## src/rtl/cmd_seq_driver.sv

```systemverilog
// cmd_seq_driver: FIFO-buffered UART command sequencer with blocking/fire-and-forget issue and timeout.
// Optional rider-lean step generator included when LEAN_RAMP_EN is defined.
module cmd_seq_driver #(
  parameter int DATA_W = 8,
  parameter int DEPTH = 8,
  parameter int GAP_W = 16,
  parameter int TMO_CYC = 60000
`ifdef LEAN_RAMP_EN
  , parameter int LEAN_W = 16
`endif
) (
  input  logic                      clk,
  input  logic                      RST_n,
  input  logic                      wr_en,
  input  logic [DATA_W-1:0]         wr_data,
  output logic                      full,
  output logic                      empty,
  output logic [$clog2(DEPTH):0]    count,
  input  logic                      start,
  input  logic                      blocking,
  input  logic [GAP_W-1:0]          gap_cycles,
  output logic                      trmt,
  output logic [DATA_W-1:0]         tx_data,
  input  logic                      tx_done,
  output logic                      busy,
  output logic                      err,
  output logic                      ovf,
  input  logic                      clr_err
`ifdef LEAN_RAMP_EN
  , input  logic                    lean_go,
  input  logic signed [LEAN_W-1:0]  lean_target,
  input  logic [GAP_W-1:0]          hold_cycles,
  output logic signed [LEAN_W-1:0]  rider_lean,
  output logic                      lean_busy
`endif
);
  localparam int AW = $clog2(DEPTH);
  localparam int CW = AW + 1;
  localparam int TW = $clog2(TMO_CYC + 1);
  typedef enum logic [1:0] {IDLE, ISSUE, WAIT_DONE, GAP} state_t;
  state_t state, state_nx;
  logic [DATA_W-1:0] mem [DEPTH];
  logic [AW-1:0] wr_ptr, rd_ptr;
  logic [GAP_W-1:0] gap_cnt;
  logic [TW-1:0] tmo_cnt;
  logic push, pop, tmo, done;
  assign full  = count == CW'(DEPTH);
  assign empty = count == '0;
  assign push  = wr_en && !full;
  assign pop   = state == ISSUE;
  assign trmt  = state == ISSUE;
  assign busy  = state != IDLE;
  assign tmo   = state == WAIT_DONE && tmo_cnt == TW'(TMO_CYC - 1);
  assign done  = tx_done || tmo;
  always_comb begin
    state_nx = state;
    case (state)
      IDLE:      state_nx = (start && !empty) ? ISSUE : IDLE;
      ISSUE:     state_nx = blocking ? WAIT_DONE : (gap_cycles != '0 ? GAP : IDLE);
      WAIT_DONE: state_nx = done ? (gap_cycles != '0 ? GAP : IDLE) : WAIT_DONE;
      default:   state_nx = gap_cnt <= GAP_W'(1) ? IDLE : GAP;
    endcase
  end
  always_ff @(posedge clk)
    if (push) mem[wr_ptr] <= wr_data;
  always_ff @(posedge clk) begin
    if (!RST_n) begin
      state   <= IDLE;
      wr_ptr  <= '0;
      rd_ptr  <= '0;
      count   <= '0;
      tx_data <= '0;
      gap_cnt <= '0;
      tmo_cnt <= '0;
      err     <= 1'b0;
      ovf     <= 1'b0;
    end else begin
      state   <= state_nx;
      wr_ptr  <= wr_ptr + AW'(push);
      rd_ptr  <= rd_ptr + AW'(pop);
      count   <= count + CW'(push) - CW'(pop);
      // head is latched on the way into ISSUE so tx_data is valid alongside trmt
      if (state == IDLE && state_nx == ISSUE) tx_data <= mem[rd_ptr];
      gap_cnt <= (state != GAP && state_nx == GAP) ? gap_cycles : gap_cnt - GAP_W'(state == GAP);
      tmo_cnt <= state == WAIT_DONE ? tmo_cnt + TW'(1) : '0;
      err     <= tmo || (err && !clr_err);
      ovf     <= (wr_en && full) || (ovf && !clr_err);
    end
  end
`ifdef LEAN_RAMP_EN
  logic [GAP_W-1:0] hold_cnt;
  always_ff @(posedge clk) begin
    if (!RST_n) begin
      rider_lean <= '0;
      lean_busy  <= 1'b0;
      hold_cnt   <= '0;
    end else if (!lean_busy) begin
      if (lean_go) begin
        rider_lean <= lean_target;
        lean_busy  <= 1'b1;
        hold_cnt   <= hold_cycles;
      end
    end else if (hold_cnt <= GAP_W'(1)) begin
      rider_lean <= '0;
      lean_busy  <= 1'b0;
    end else begin
      hold_cnt <= hold_cnt - GAP_W'(1);
    end
  end
`endif
endmodule

```

## config.mk

```make
export PLATFORM = sky130hd
export DESIGN_NAME = cmd_seq_driver
export DESIGN_NICKNAME = d
export VERILOG_FILES = /design/src/rtl/cmd_seq_driver.sv
export SDC_FILE = /design/constraint.sdc
export NUM_CORES = 1
export LEC_CHECK = 0
export ABC_AREA = 1
export CAP_MARGIN = 40
export CELL_PAD_IN_SITES_DETAIL_PLACEMENT = 0
export CELL_PAD_IN_SITES_GLOBAL_PLACEMENT = 1
export CORE_AREA = 5 5 112 156
export CTS_CLUSTER_SIZE = 14
export DETAILED_ROUTE_END_ITERATION = 6
export DIE_AREA = 0 0 117 161
export PLACE_DENSITY_LB_ADDON = 0.1
export SLEW_MARGIN = 20
export SYNTH_ARGS = -nofsm -noshare
export SYNTH_HDL_FRONTEND = slang
export SYNTH_SLANG_ARGS = --single-unit
```

## constraint.sdc

```tcl
create_clock -name clk -period 2.2 [get_ports clk]
set_input_delay 0.33 -clock clk [delete_from_list [all_inputs] [get_ports clk]]
set_output_delay 0.33 -clock clk [all_outputs]
set_load 0.02 [all_outputs]
```

==> impl_metrics.py <==
# Physical implementation metrics
metrics = {
    "status": {
        "outcome": "completed",
    },
    "timing": {
        "final_period_minus_worst_setup_slack_ns": 2.00,
        "share_of_the_cycle_needed_by_the_critical_path_after_routing": 0.910,
        "final-hold-violation-count": 0,
    },
    "critical_path": {
        "reg2reg_to": "count[2]",
        "count_of_buffer_and_inverter_cells_on_the_critical_path": 3,
        "end_kind": "flip-flop",
        "worst_setup_path_startpoint": "count[2]",
        "cpLargestDelayFamily": "adder cells",
        "critical_path_cell_count": 11,
        "worst_r2r_src": "count[2]",
    },
    "floorplan": {
        "dieArea_sq_mm": 0.0188,
        "die-height_microns": 161,
        "floorplan.core_util": 0.342,
        "fp.coreArea_sq_mm": 0.0160,
    },
    "synth": {
        "yosys.stat.seqShare": 0.549,
        "yosys-stat-area_sq_mm": 0.00547,
        "synth.cellmix.compoundShare": 0.0437,
        "netlist_area_sq_mm": 0.00547,
        "cell_count_in_the_yosys_report": 622,
        "post_synth_num_cell_types": 33,
        "postSynthCellCount": 622,
    },
    "pwr": {
        "power.static_leakage_uw": 0.00276,
        "power_density_mw_per_mm2": 1220,
        "power_frac_seq": 0.352,
        "ir_drop_mv": 0.543,
    },
    "cts": {
        "postCtsHoldBufs": 0,
    },
    "global_routing": {
        "groute.usage.overall": 0.149,
        "global_route_wire_length_before_repair_microns": 21500,
    },
    "min_path": {
        "min_from": "tmo_cnt[0]",
    },
    "route": {
        "viasPerCell": 4.74,
        "drt_first_pass_iters": 4,
    },
    "place": {
        "gpl_wtd_cong": 0.764,
    },
    "run": {
        "maxCapViolCount": 0,
    },
    "layout": {
        "final_cell_count_no_fill": 899,
    },
}
## flip-flops by register name, summed over array words and instances, names as in the netlist, 2 cells and up
register	cells
rd_ptr	3
wr_ptr	3
tmo_cnt	16
count	4
gap_cnt	16
tx_data	8
mem	64
state	2
## power groups by stage
stage,Combinational (uW),Clock [uW],Sequential [uW]
2_1_floorplan,1860,0,3010
3_3_place_gp,2850,0,2940
6_report,2810,2530,2900
3_5_place_dp,2880,0,2940
4_1_cts,2880,2590,2900
5_1_grt,3190,2700,2950
## cell usage after synthesis
| cell | count | area [sq um] |
|---|---|---|
| sky130_fd_sc_hd__nand2_1 | 163 | 612 |
| sky130_fd_sc_hd__nor2_1 | 78 | 293 |
| sky130_fd_sc_hd__nand3_1 | 74 | 370 |
| sky130_fd_sc_hd__edfxtp_1 | 64 | 1920 |
| sky130_fd_sc_hd__inv_1 | 57 | 214 |
| sky130_fd_sc_hd__dfxtp_1 | 54 | 1080 |
| sky130_fd_sc_hd__a21oi_1 | 25 | 125 |
| sky130_fd_sc_hd__ha_1 | 13 | 163 |
| sky130_fd_sc_hd__nand3b_1 | 11 | 82.6 |
| sky130_fd_sc_hd__buf_2 | 9 | 45.0 |
| sky130_fd_sc_hd__o211ai_1 | 8 | 60.1 |
| sky130_fd_sc_hd__o21ai_0 | 8 | 40.0 |
| sky130_fd_sc_hd__xnor2_1 | 8 | 70.1 |
| sky130_fd_sc_hd__clkbuf_1 | 6 | 22.5 |
| sky130_fd_sc_hd__buf_4 | 4 | 30.0 |
| sky130_fd_sc_hd__nor2_2 | 4 | 25.0 |
| sky130_fd_sc_hd__xor2_1 | 4 | 35.0 |
| sky130_fd_sc_hd__buf_6 | 3 | 33.8 |
| sky130_fd_sc_hd__inv_2 | 3 | 11.3 |
| sky130_fd_sc_hd__nand2_2 | 3 | 18.8 |
| sky130_fd_sc_hd__nand4_1 | 3 | 18.8 |
| sky130_fd_sc_hd__nor2_4 | 3 | 33.8 |
| sky130_fd_sc_hd__nor3_1 | 3 | 15.0 |
| sky130_fd_sc_hd__nand3_2 | 2 | 20.0 |
| sky130_fd_sc_hd__nand3_4 | 2 | 35.0 |
| sky130_fd_sc_hd__nor3b_1 | 2 | 15.0 |
| sky130_fd_sc_hd__or2_2 | 2 | 12.5 |
| sky130_fd_sc_hd__a211oi_1 | 1 | 7.51 |
| sky130_fd_sc_hd__a31oi_1 | 1 | 6.26 |
| sky130_fd_sc_hd__fa_1 | 1 | 20.0 |
| sky130_fd_sc_hd__nand2_4 | 1 | 11.3 |
| sky130_fd_sc_hd__nor3_2 | 1 | 10.0 |
| sky130_fd_sc_hd__or2_0 | 1 | 6.26 |
## routing by layer
metal	vias up	routed length [microns]	GRT usage	part of all wire
li1	2173	-	-	-
met1	1980	5330	0.167	0.40
met2	83	7250	0.273	0.54
met3	22	476	0.0319	0.036
met4	0	259	0.0527	0.019
met5	-	0	0	0
## area by class of cell
type	instances	area, sq um	share of cell area
clock buffer	22	475	0.0702
clock inverter	10	73.8	0.0109
inverter	60	225	0.0332
multi-input combinational	422	2110	0.311
sequential	118	3000	0.443
tap	199	249	0.0367
timing repair buffer	68	643	0.0949
### Clock nets

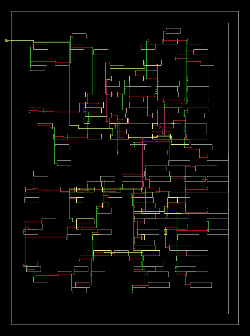
clock tree skew after final layout: 0.0136 ns
clock net sink count: 118
TritonCTS Buffers: 17
flop count: 118

### Register map, names as in the netlist

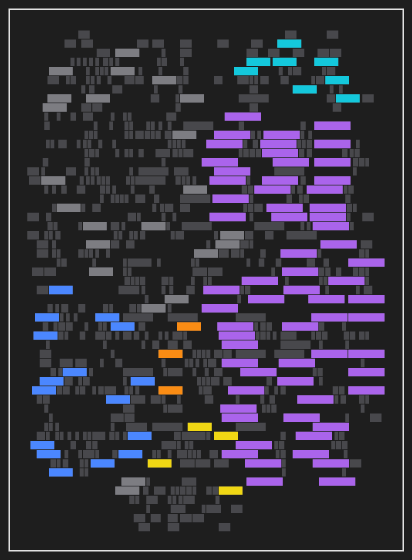
Key: tmo_cnt = blue [flops 16]; tx_data = cyan [flops 8, where top right]; count = yellow [flops 4, where bottom middle]; wr_ptr = orange [flops 3]; mem = purple [flops 64]
Another 23 sequential cells are not colored.
flop share of the area: 0.443
flip-flop and latch power: 2900 uW
sequential standard cell area: 0.00300 sq mm
final standard cell utilization of the core: 0.424

### Cells by drive strength

Scale bar: 20 microns.
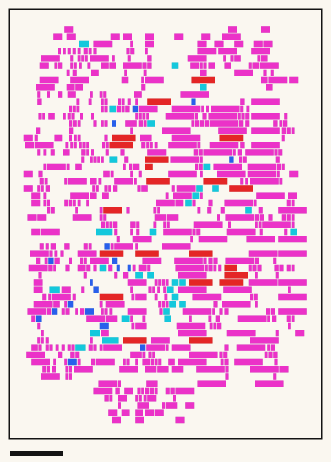
Key: x1 and smaller = magenta [cells 630, share 90%]; x2 = blue [cells 18, share 2.6%]; x3 and x4 = cyan [cells 31, share 4.4%]; x6 and larger = red [cells 21, share 3.0%]

### Metal 4

Supply wires on this layer in gray.
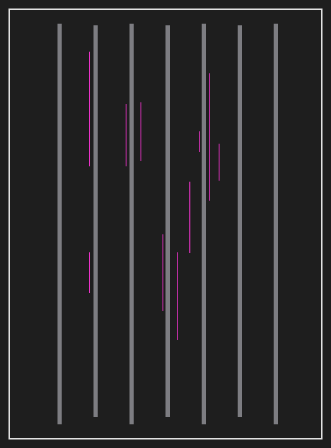
6 nets have wire on it. The wires run mostly vertical. The layer holds 2.0% of the routed length.
number of vias after detailed routing: 4,258
Total Routed Length: 13,300 microns

### Routed clock nets over the placement

Scale bar: 20 microns.
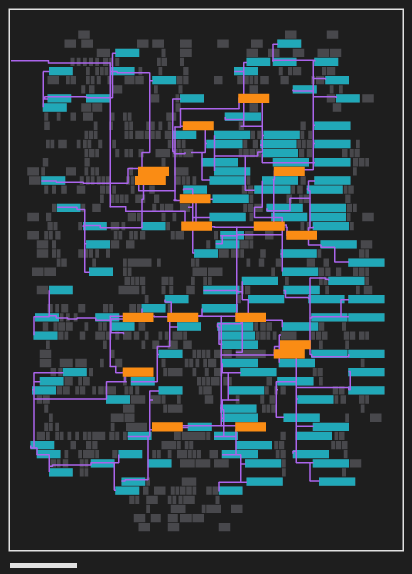
Key: clock-net drivers = orange [count 17]; clock wires = purple [length 1,590 microns]; flip-flops = cyan [count 118]
There are 18 routed clock nets.
Worst-Skew Late Latency: 0.41 ns
clock share of power: 0.307
reported clock group power: 2530 uW

Power figures rest on the tool's default switching activity, not on a simulated workload.
